===== src/rtl/regfile_pkg.sv =====
// Shared types and constants for the register-file write queue.
package regfile_pkg;
    localparam int DATA_W = 32;
    localparam int ADDR_W = 2;
    localparam int DEPTH  = 4;

    typedef struct packed {
        logic [ADDR_W-1:0] addr;
        logic [DATA_W-1:0] data;
    } regwr_entry_t;

    typedef logic [$clog2(DEPTH):0] count_t;

    function automatic int count_w(input int depth);
        return $clog2(depth) + 1;
    endfunction
endpackage


===== src/rtl/regwr_fifo.sv =====
// Generic DEPTH-entry in-order queue with pointer/count tracking and
// per-slot valid bits so the owner can scan pending entries.
module regwr_fifo #(
    parameter  int W     = 34,
    parameter  int DEPTH = 4,
    localparam int PTR_W = $clog2(DEPTH),
    localparam int CNT_W = PTR_W + 1
) (
    input  logic                      clk,
    input  logic                      rst_n,
    input  logic                      push,
    input  logic [W-1:0]              push_data,
    input  logic                      pop,
    output logic                      ready,
    output logic [CNT_W-1:0]          count,
    output logic [DEPTH-1:0]          valid,
    output logic [PTR_W-1:0]          rd_ptr,
    output logic [W-1:0]              head,
    output logic [DEPTH-1:0][W-1:0]   entries
);
    logic [PTR_W-1:0]        wr_ptr_r;
    logic [PTR_W-1:0]        rd_ptr_r;
    logic [CNT_W-1:0]        count_r;
    logic [DEPTH-1:0][W-1:0] mem_r;
    logic                    push_ok_s;
    logic                    pop_ok_s;
    logic [DEPTH-1:0]        valid_s;

    assign ready     = (count_r != CNT_W'(DEPTH));
    assign push_ok_s = push && ready;
    assign pop_ok_s  = pop && (count_r != {CNT_W{1'b0}});
    assign count     = count_r;
    assign rd_ptr    = rd_ptr_r;
    assign head      = mem_r[rd_ptr_r];
    assign entries   = mem_r;
    assign valid     = valid_s;

    // Pointer and occupancy state; full/empty come from the count, never pointer equality.
    always_ff @(posedge clk or negedge rst_n) begin
        if (!rst_n) begin
            wr_ptr_r <= {PTR_W{1'b0}};
            rd_ptr_r <= {PTR_W{1'b0}};
            count_r  <= {CNT_W{1'b0}};
        end else begin
            if (push_ok_s) begin
                wr_ptr_r <= wr_ptr_r + PTR_W'(1);
            end else begin
                wr_ptr_r <= wr_ptr_r;
            end
            if (pop_ok_s) begin
                rd_ptr_r <= rd_ptr_r + PTR_W'(1);
            end else begin
                rd_ptr_r <= rd_ptr_r;
            end
            case ({push_ok_s, pop_ok_s})
                2'b10:   count_r <= count_r + CNT_W'(1);
                2'b01:   count_r <= count_r - CNT_W'(1);
                default: count_r <= count_r;
            endcase
        end
    end

    // Entry storage; contents are qualified by valid bits so no reset is needed.
    always_ff @(posedge clk) begin
        if (push_ok_s) begin
            mem_r[wr_ptr_r] <= push_data;
        end else begin
            mem_r <= mem_r;
        end
    end

    // A slot is pending when its distance from the read pointer is below the count.
    always_comb begin
        valid_s = {DEPTH{1'b0}};
        for (int i = 0; i < DEPTH; i++) begin
            logic [PTR_W-1:0] off_v;
            off_v      = PTR_W'(i) - rd_ptr_r;
            valid_s[i] = ({1'b0, off_v} < count_r);
        end
    end
endmodule


===== src/rtl/regfile_write_queue.sv =====
// Write queue in front of the register storage with a youngest-match bypass.
// Optional build macro: REGFILE_ZERO_DROP_EN (register 0 writes are discarded).
module regfile_write_queue #(
    parameter  int DATA_W = regfile_pkg::DATA_W,
    parameter  int ADDR_W = regfile_pkg::ADDR_W,
    parameter  int DEPTH  = regfile_pkg::DEPTH,
    localparam int CNT_W  = $clog2(DEPTH) + 1
) (
    input  logic              clk,
    input  logic              rst_n,
    input  logic              req_valid,
    output logic              req_ready,
    input  logic [ADDR_W-1:0] req_addr,
    input  logic [DATA_W-1:0] req_data,
    output logic              wr,
    output logic [ADDR_W-1:0] wr_addr,
    output logic [DATA_W-1:0] wr_data,
    input  logic              wr_ready,
    input  logic [ADDR_W-1:0] lookup_addr,
    output logic              lookup_hit,
    output logic [DATA_W-1:0] lookup_data,
    output logic [CNT_W-1:0]  count
);
    import regfile_pkg::*;

    localparam int W     = ADDR_W + DATA_W;
    localparam int PTR_W = $clog2(DEPTH);

    logic                    drop_s;
    logic                    push_s;
    logic                    pop_s;
    logic                    ready_s;
    logic [CNT_W-1:0]        count_s;
    logic [DEPTH-1:0]        valid_s;
    logic [PTR_W-1:0]        rd_ptr_s;
    logic [W-1:0]            head_s;
    logic [DEPTH-1:0][W-1:0] entries_s;

`ifdef REGFILE_ZERO_DROP_EN
    assign drop_s = (req_addr == {ADDR_W{1'b0}});
`else
    assign drop_s = 1'b0;
`endif

    // Dropped requests still complete the handshake, they just never reach the queue.
    assign push_s    = req_valid && ready_s && !drop_s;
    assign pop_s     = wr && wr_ready;
    assign req_ready = ready_s;
    assign count     = count_s;
    assign wr        = (count_s != {CNT_W{1'b0}});

    regwr_fifo #(
        .W     (W),
        .DEPTH (DEPTH)
    ) u_fifo (
        .clk       (clk),
        .rst_n     (rst_n),
        .push      (push_s),
        .push_data ({req_addr, req_data}),
        .pop       (pop_s),
        .ready     (ready_s),
        .count     (count_s),
        .valid     (valid_s),
        .rd_ptr    (rd_ptr_s),
        .head      (head_s),
        .entries   (entries_s)
    );

    // Head entry is forced to zero while empty so outputs are defined out of reset.
    always_comb begin
        if (wr) begin
            wr_addr = head_s[W-1:DATA_W];
            wr_data = head_s[DATA_W-1:0];
        end else begin
            wr_addr = {ADDR_W{1'b0}};
            wr_data = {DATA_W{1'b0}};
        end
    end

    // Scan oldest to youngest so the last match left standing is the youngest.
    always_comb begin
        lookup_hit  = 1'b0;
        lookup_data = {DATA_W{1'b0}};
        for (int k = 0; k < DEPTH; k++) begin
            logic [PTR_W-1:0] idx_v;
            idx_v = rd_ptr_s + PTR_W'(k);
            if (valid_s[idx_v] && (entries_s[idx_v][W-1:DATA_W] == lookup_addr)) begin
                lookup_hit  = 1'b1;
                lookup_data = entries_s[idx_v][DATA_W-1:0];
            end else begin
                lookup_hit  = lookup_hit;
                lookup_data = lookup_data;
            end
        end
`ifdef REGFILE_ZERO_DROP_EN
        if (lookup_addr == {ADDR_W{1'b0}}) begin
            lookup_hit  = 1'b0;
            lookup_data = {DATA_W{1'b0}};
        end else begin
            lookup_hit  = lookup_hit;
            lookup_data = lookup_data;
        end
`endif
    end
endmodule


===== config.mk =====
export PLATFORM = sky130hd
export DESIGN_NAME = regfile_write_queue
export DESIGN_NICKNAME = d
export VERILOG_FILES = /design/src/rtl/regfile_pkg.sv /design/src/rtl/regwr_fifo.sv /design/src/rtl/regfile_write_queue.sv
export SDC_FILE = /design/constraint.sdc
export NUM_CORES = 1
export LEC_CHECK = 0
export ABC_CLOCK_PERIOD_IN_PS = 10700
export CORE_MARGIN = 2
export CORE_UTILIZATION = 40
export DETAILED_ROUTE_END_ITERATION = 10
export HOLD_SLACK_MARGIN = 0.08
export PLACE_DENSITY_LB_ADDON = 0.1
export SYNTH_ARGS = -nofsm -noshare
export SYNTH_HDL_FRONTEND = slang
export SYNTH_SLANG_ARGS = --single-unit

===== constraint.sdc =====
create_clock -name clk -period 10.7 [get_ports clk]
set_clock_uncertainty 0.05 [all_clocks]
set_input_delay 1.07 -clock clk [delete_from_list [all_inputs] [get_ports clk]]
set_output_delay 1.07 -clock clk [all_outputs]
set_load 0.01 [all_outputs]

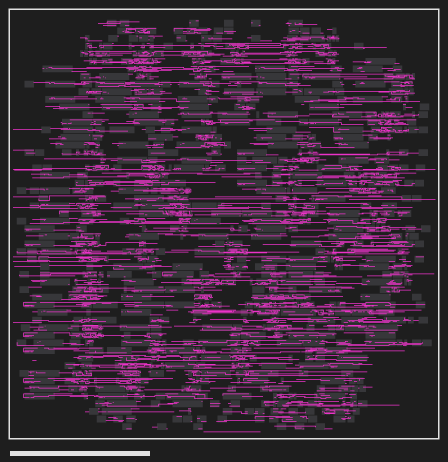
Fig. 1. Met1 routing.
The bar under the picture is 50 microns long.
- longest straight run: 52.0 microns
- wire length on this layer: 10200 microns
- main direction: horizontal

==> impl_metrics.csv <==
group,metric,value,unit
cts,cts_tree,"built",
power,p_total,4.38,mW
final_timing,relSlewSlack,0.266,
cts,worst_skew_pair.late_latency,410,ps
finish,area_growth,20.6,%
synth,most_common_cell,"edfxtp_1",
floorplan,ios,112,
grt,grt_max_degree,79,
grt,grt_first_pass_wirelength,35500,microns
power,clkPwrFrac,0.135,
drt,via_count,6600,
cts,cts_buffers,17,
place,gp_congestion,0.775,
critical_path,rr_worst_depth,9,
final_timing,rsz0062_at_grt,"no",
synth,yosysUniqueCellTypes,47,
floorplan,die_x,153,microns
synth,common_cells,"136 x edfxtp_1, 131 x nor2_1, 96 x a21oi_1, 66 x mux2i_1, 64 x mux2_2",
floorplan,dieArea,23400,sq um
floorplan,die_h,153,microns
cts,clock-sinks,143,
place,dpl.cell_count,1117,
synth,synthesis.nets,831,
job,tool_warnings,30,
place,io_buffers,111,
drt,routed_via_density,5.75,
outcome,status,"completed",
drt,drc,0,
synth,synth-simple-area-share,0.0858,
floorplan,num_rows,54,
critical_path,crit_top_cell,"buf_4",
synth,ys_seq_share,0.480,
critical_path,cp-endpoint,"lookup_data[0]",
power,peakVddDrop,0.241,mV
grt,use_met3,0.0329,
final_timing,fin_crit_sh,0.625,
synth,ys_area,8880,sq um
synth,synthCells,781,
critical_path,crit_path_start,"u_fifo.rd_ptr[0]",
synth,netlist_area,8880,sq um
grt,grt_use_met2,0.333,
floorplan,fp_util,0.407,
synth,synth_top_area_share,0.460,
hold_path,hold_depth,2,
drt,routedWlPerCell,20.0,microns
synth,async_reset_ff_frac,0.0490,
drt,firstDrtPassIters,5,
hold_path,hp-start,"u_fifo.count[1]",
place,post-dp-hpwl,14200,microns
critical_path,slowest_delay,1140,ps
final_timing,max_slew.worst_pin.slew,1100,ps
critical_path,required,9580,ps
power,pwr-share-seq,0.205,
synth,yosysWarnings,0,
synth,ys_sh_mux,0.171,
critical_path,regToRegEndpoint,"u_fifo.count[2]",
critical_path,crit_buf_inv,3,
finish,final_area,10700,sq um
power,combPwrFrac,0.660,
finish,final_layout_top_logic_cells,"136 x edfxtp_1, 131 x nor2_1, 111 x clkdlybuf4s50_1",
floorplan,coreArea,21800,sq um
final_timing,final_max_slew_viol_count,0,
grt,first_global_vias,6625,
critical_path,cp-start-kind,"register",
synth,edf_count,136,
grt,antenna_found_initial,0,
job,drv_cap,0,
power,internal_power,2.52,mW
final_timing,timing.hold.ws,520,ps
cts,cts_hold_buf,0,
final_timing,timing.final.hold_violations,0,
cts,cts_setup_buffers,0,
synth,synthTopCellsByArea,"edfxtp_1 46%, mux2_2 8.1%, mux2i_1 7.4%",
final_timing,max_freq,150,MHz
cts,root_buffer,"clkbuf_16",
drt,drt_iter0_drc,443,
grt,grt-ovfl-total,0,
final_timing,setup_viol,0,
finish,diodes,0,
cts,htreeDepth,4,
place,placed_area,10100,sq um
cts,clk_pin_slew,60,ps
synth,synth-adder-area-share,0.0149,
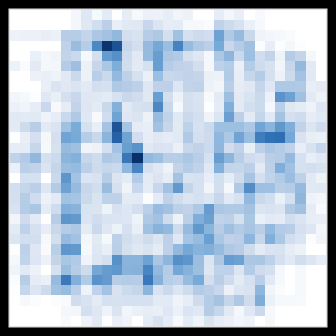
Fig. 2. Wire density map.
The die is cut into 31 by 31 equal tiles; white is low, dark blue is high, scaled to the fullest tile. Values are wire area over tile area, all layers added.
- fullest tile: 0.70
- tiles over half the peak: 6.5%
- nearly empty tiles: 11%
- mean over tiles: 0.15

## cell type report
cell class	instances	area (sq um)	area share
clock buffers	18	429	0.0401
repair buffers	125	1220	0.114
multi-input cells	558	4230	0.396
flip-flops and latches	143	4270	0.399
inverters	11	41.3	0.00386
clock inverters	13	165	0.0154
well taps	280	350	0.0327
## routing by layer
metal	up-vias	share of wire
met5	-	0
li1	3131	-
met2	205	0.49
met4	0	0.019
met1	3226	0.45
met3	38	0.047
## cells by family (layout without fill, tap and decap cells)
kind of cell | after synthesis | count (layout)
AND/OR/NAND/NOR | 188 | 188
XOR/XNOR | 15 | 15
buffers and inverters | 80 | 167
multiplexers | 136 | 136
AND-OR/OR-AND | 209 | 209
adder cells (fa/ha/maj) | 10 | 10
flip-flops | 143 | 143
Power is estimated from default activity; no workload was simulated.
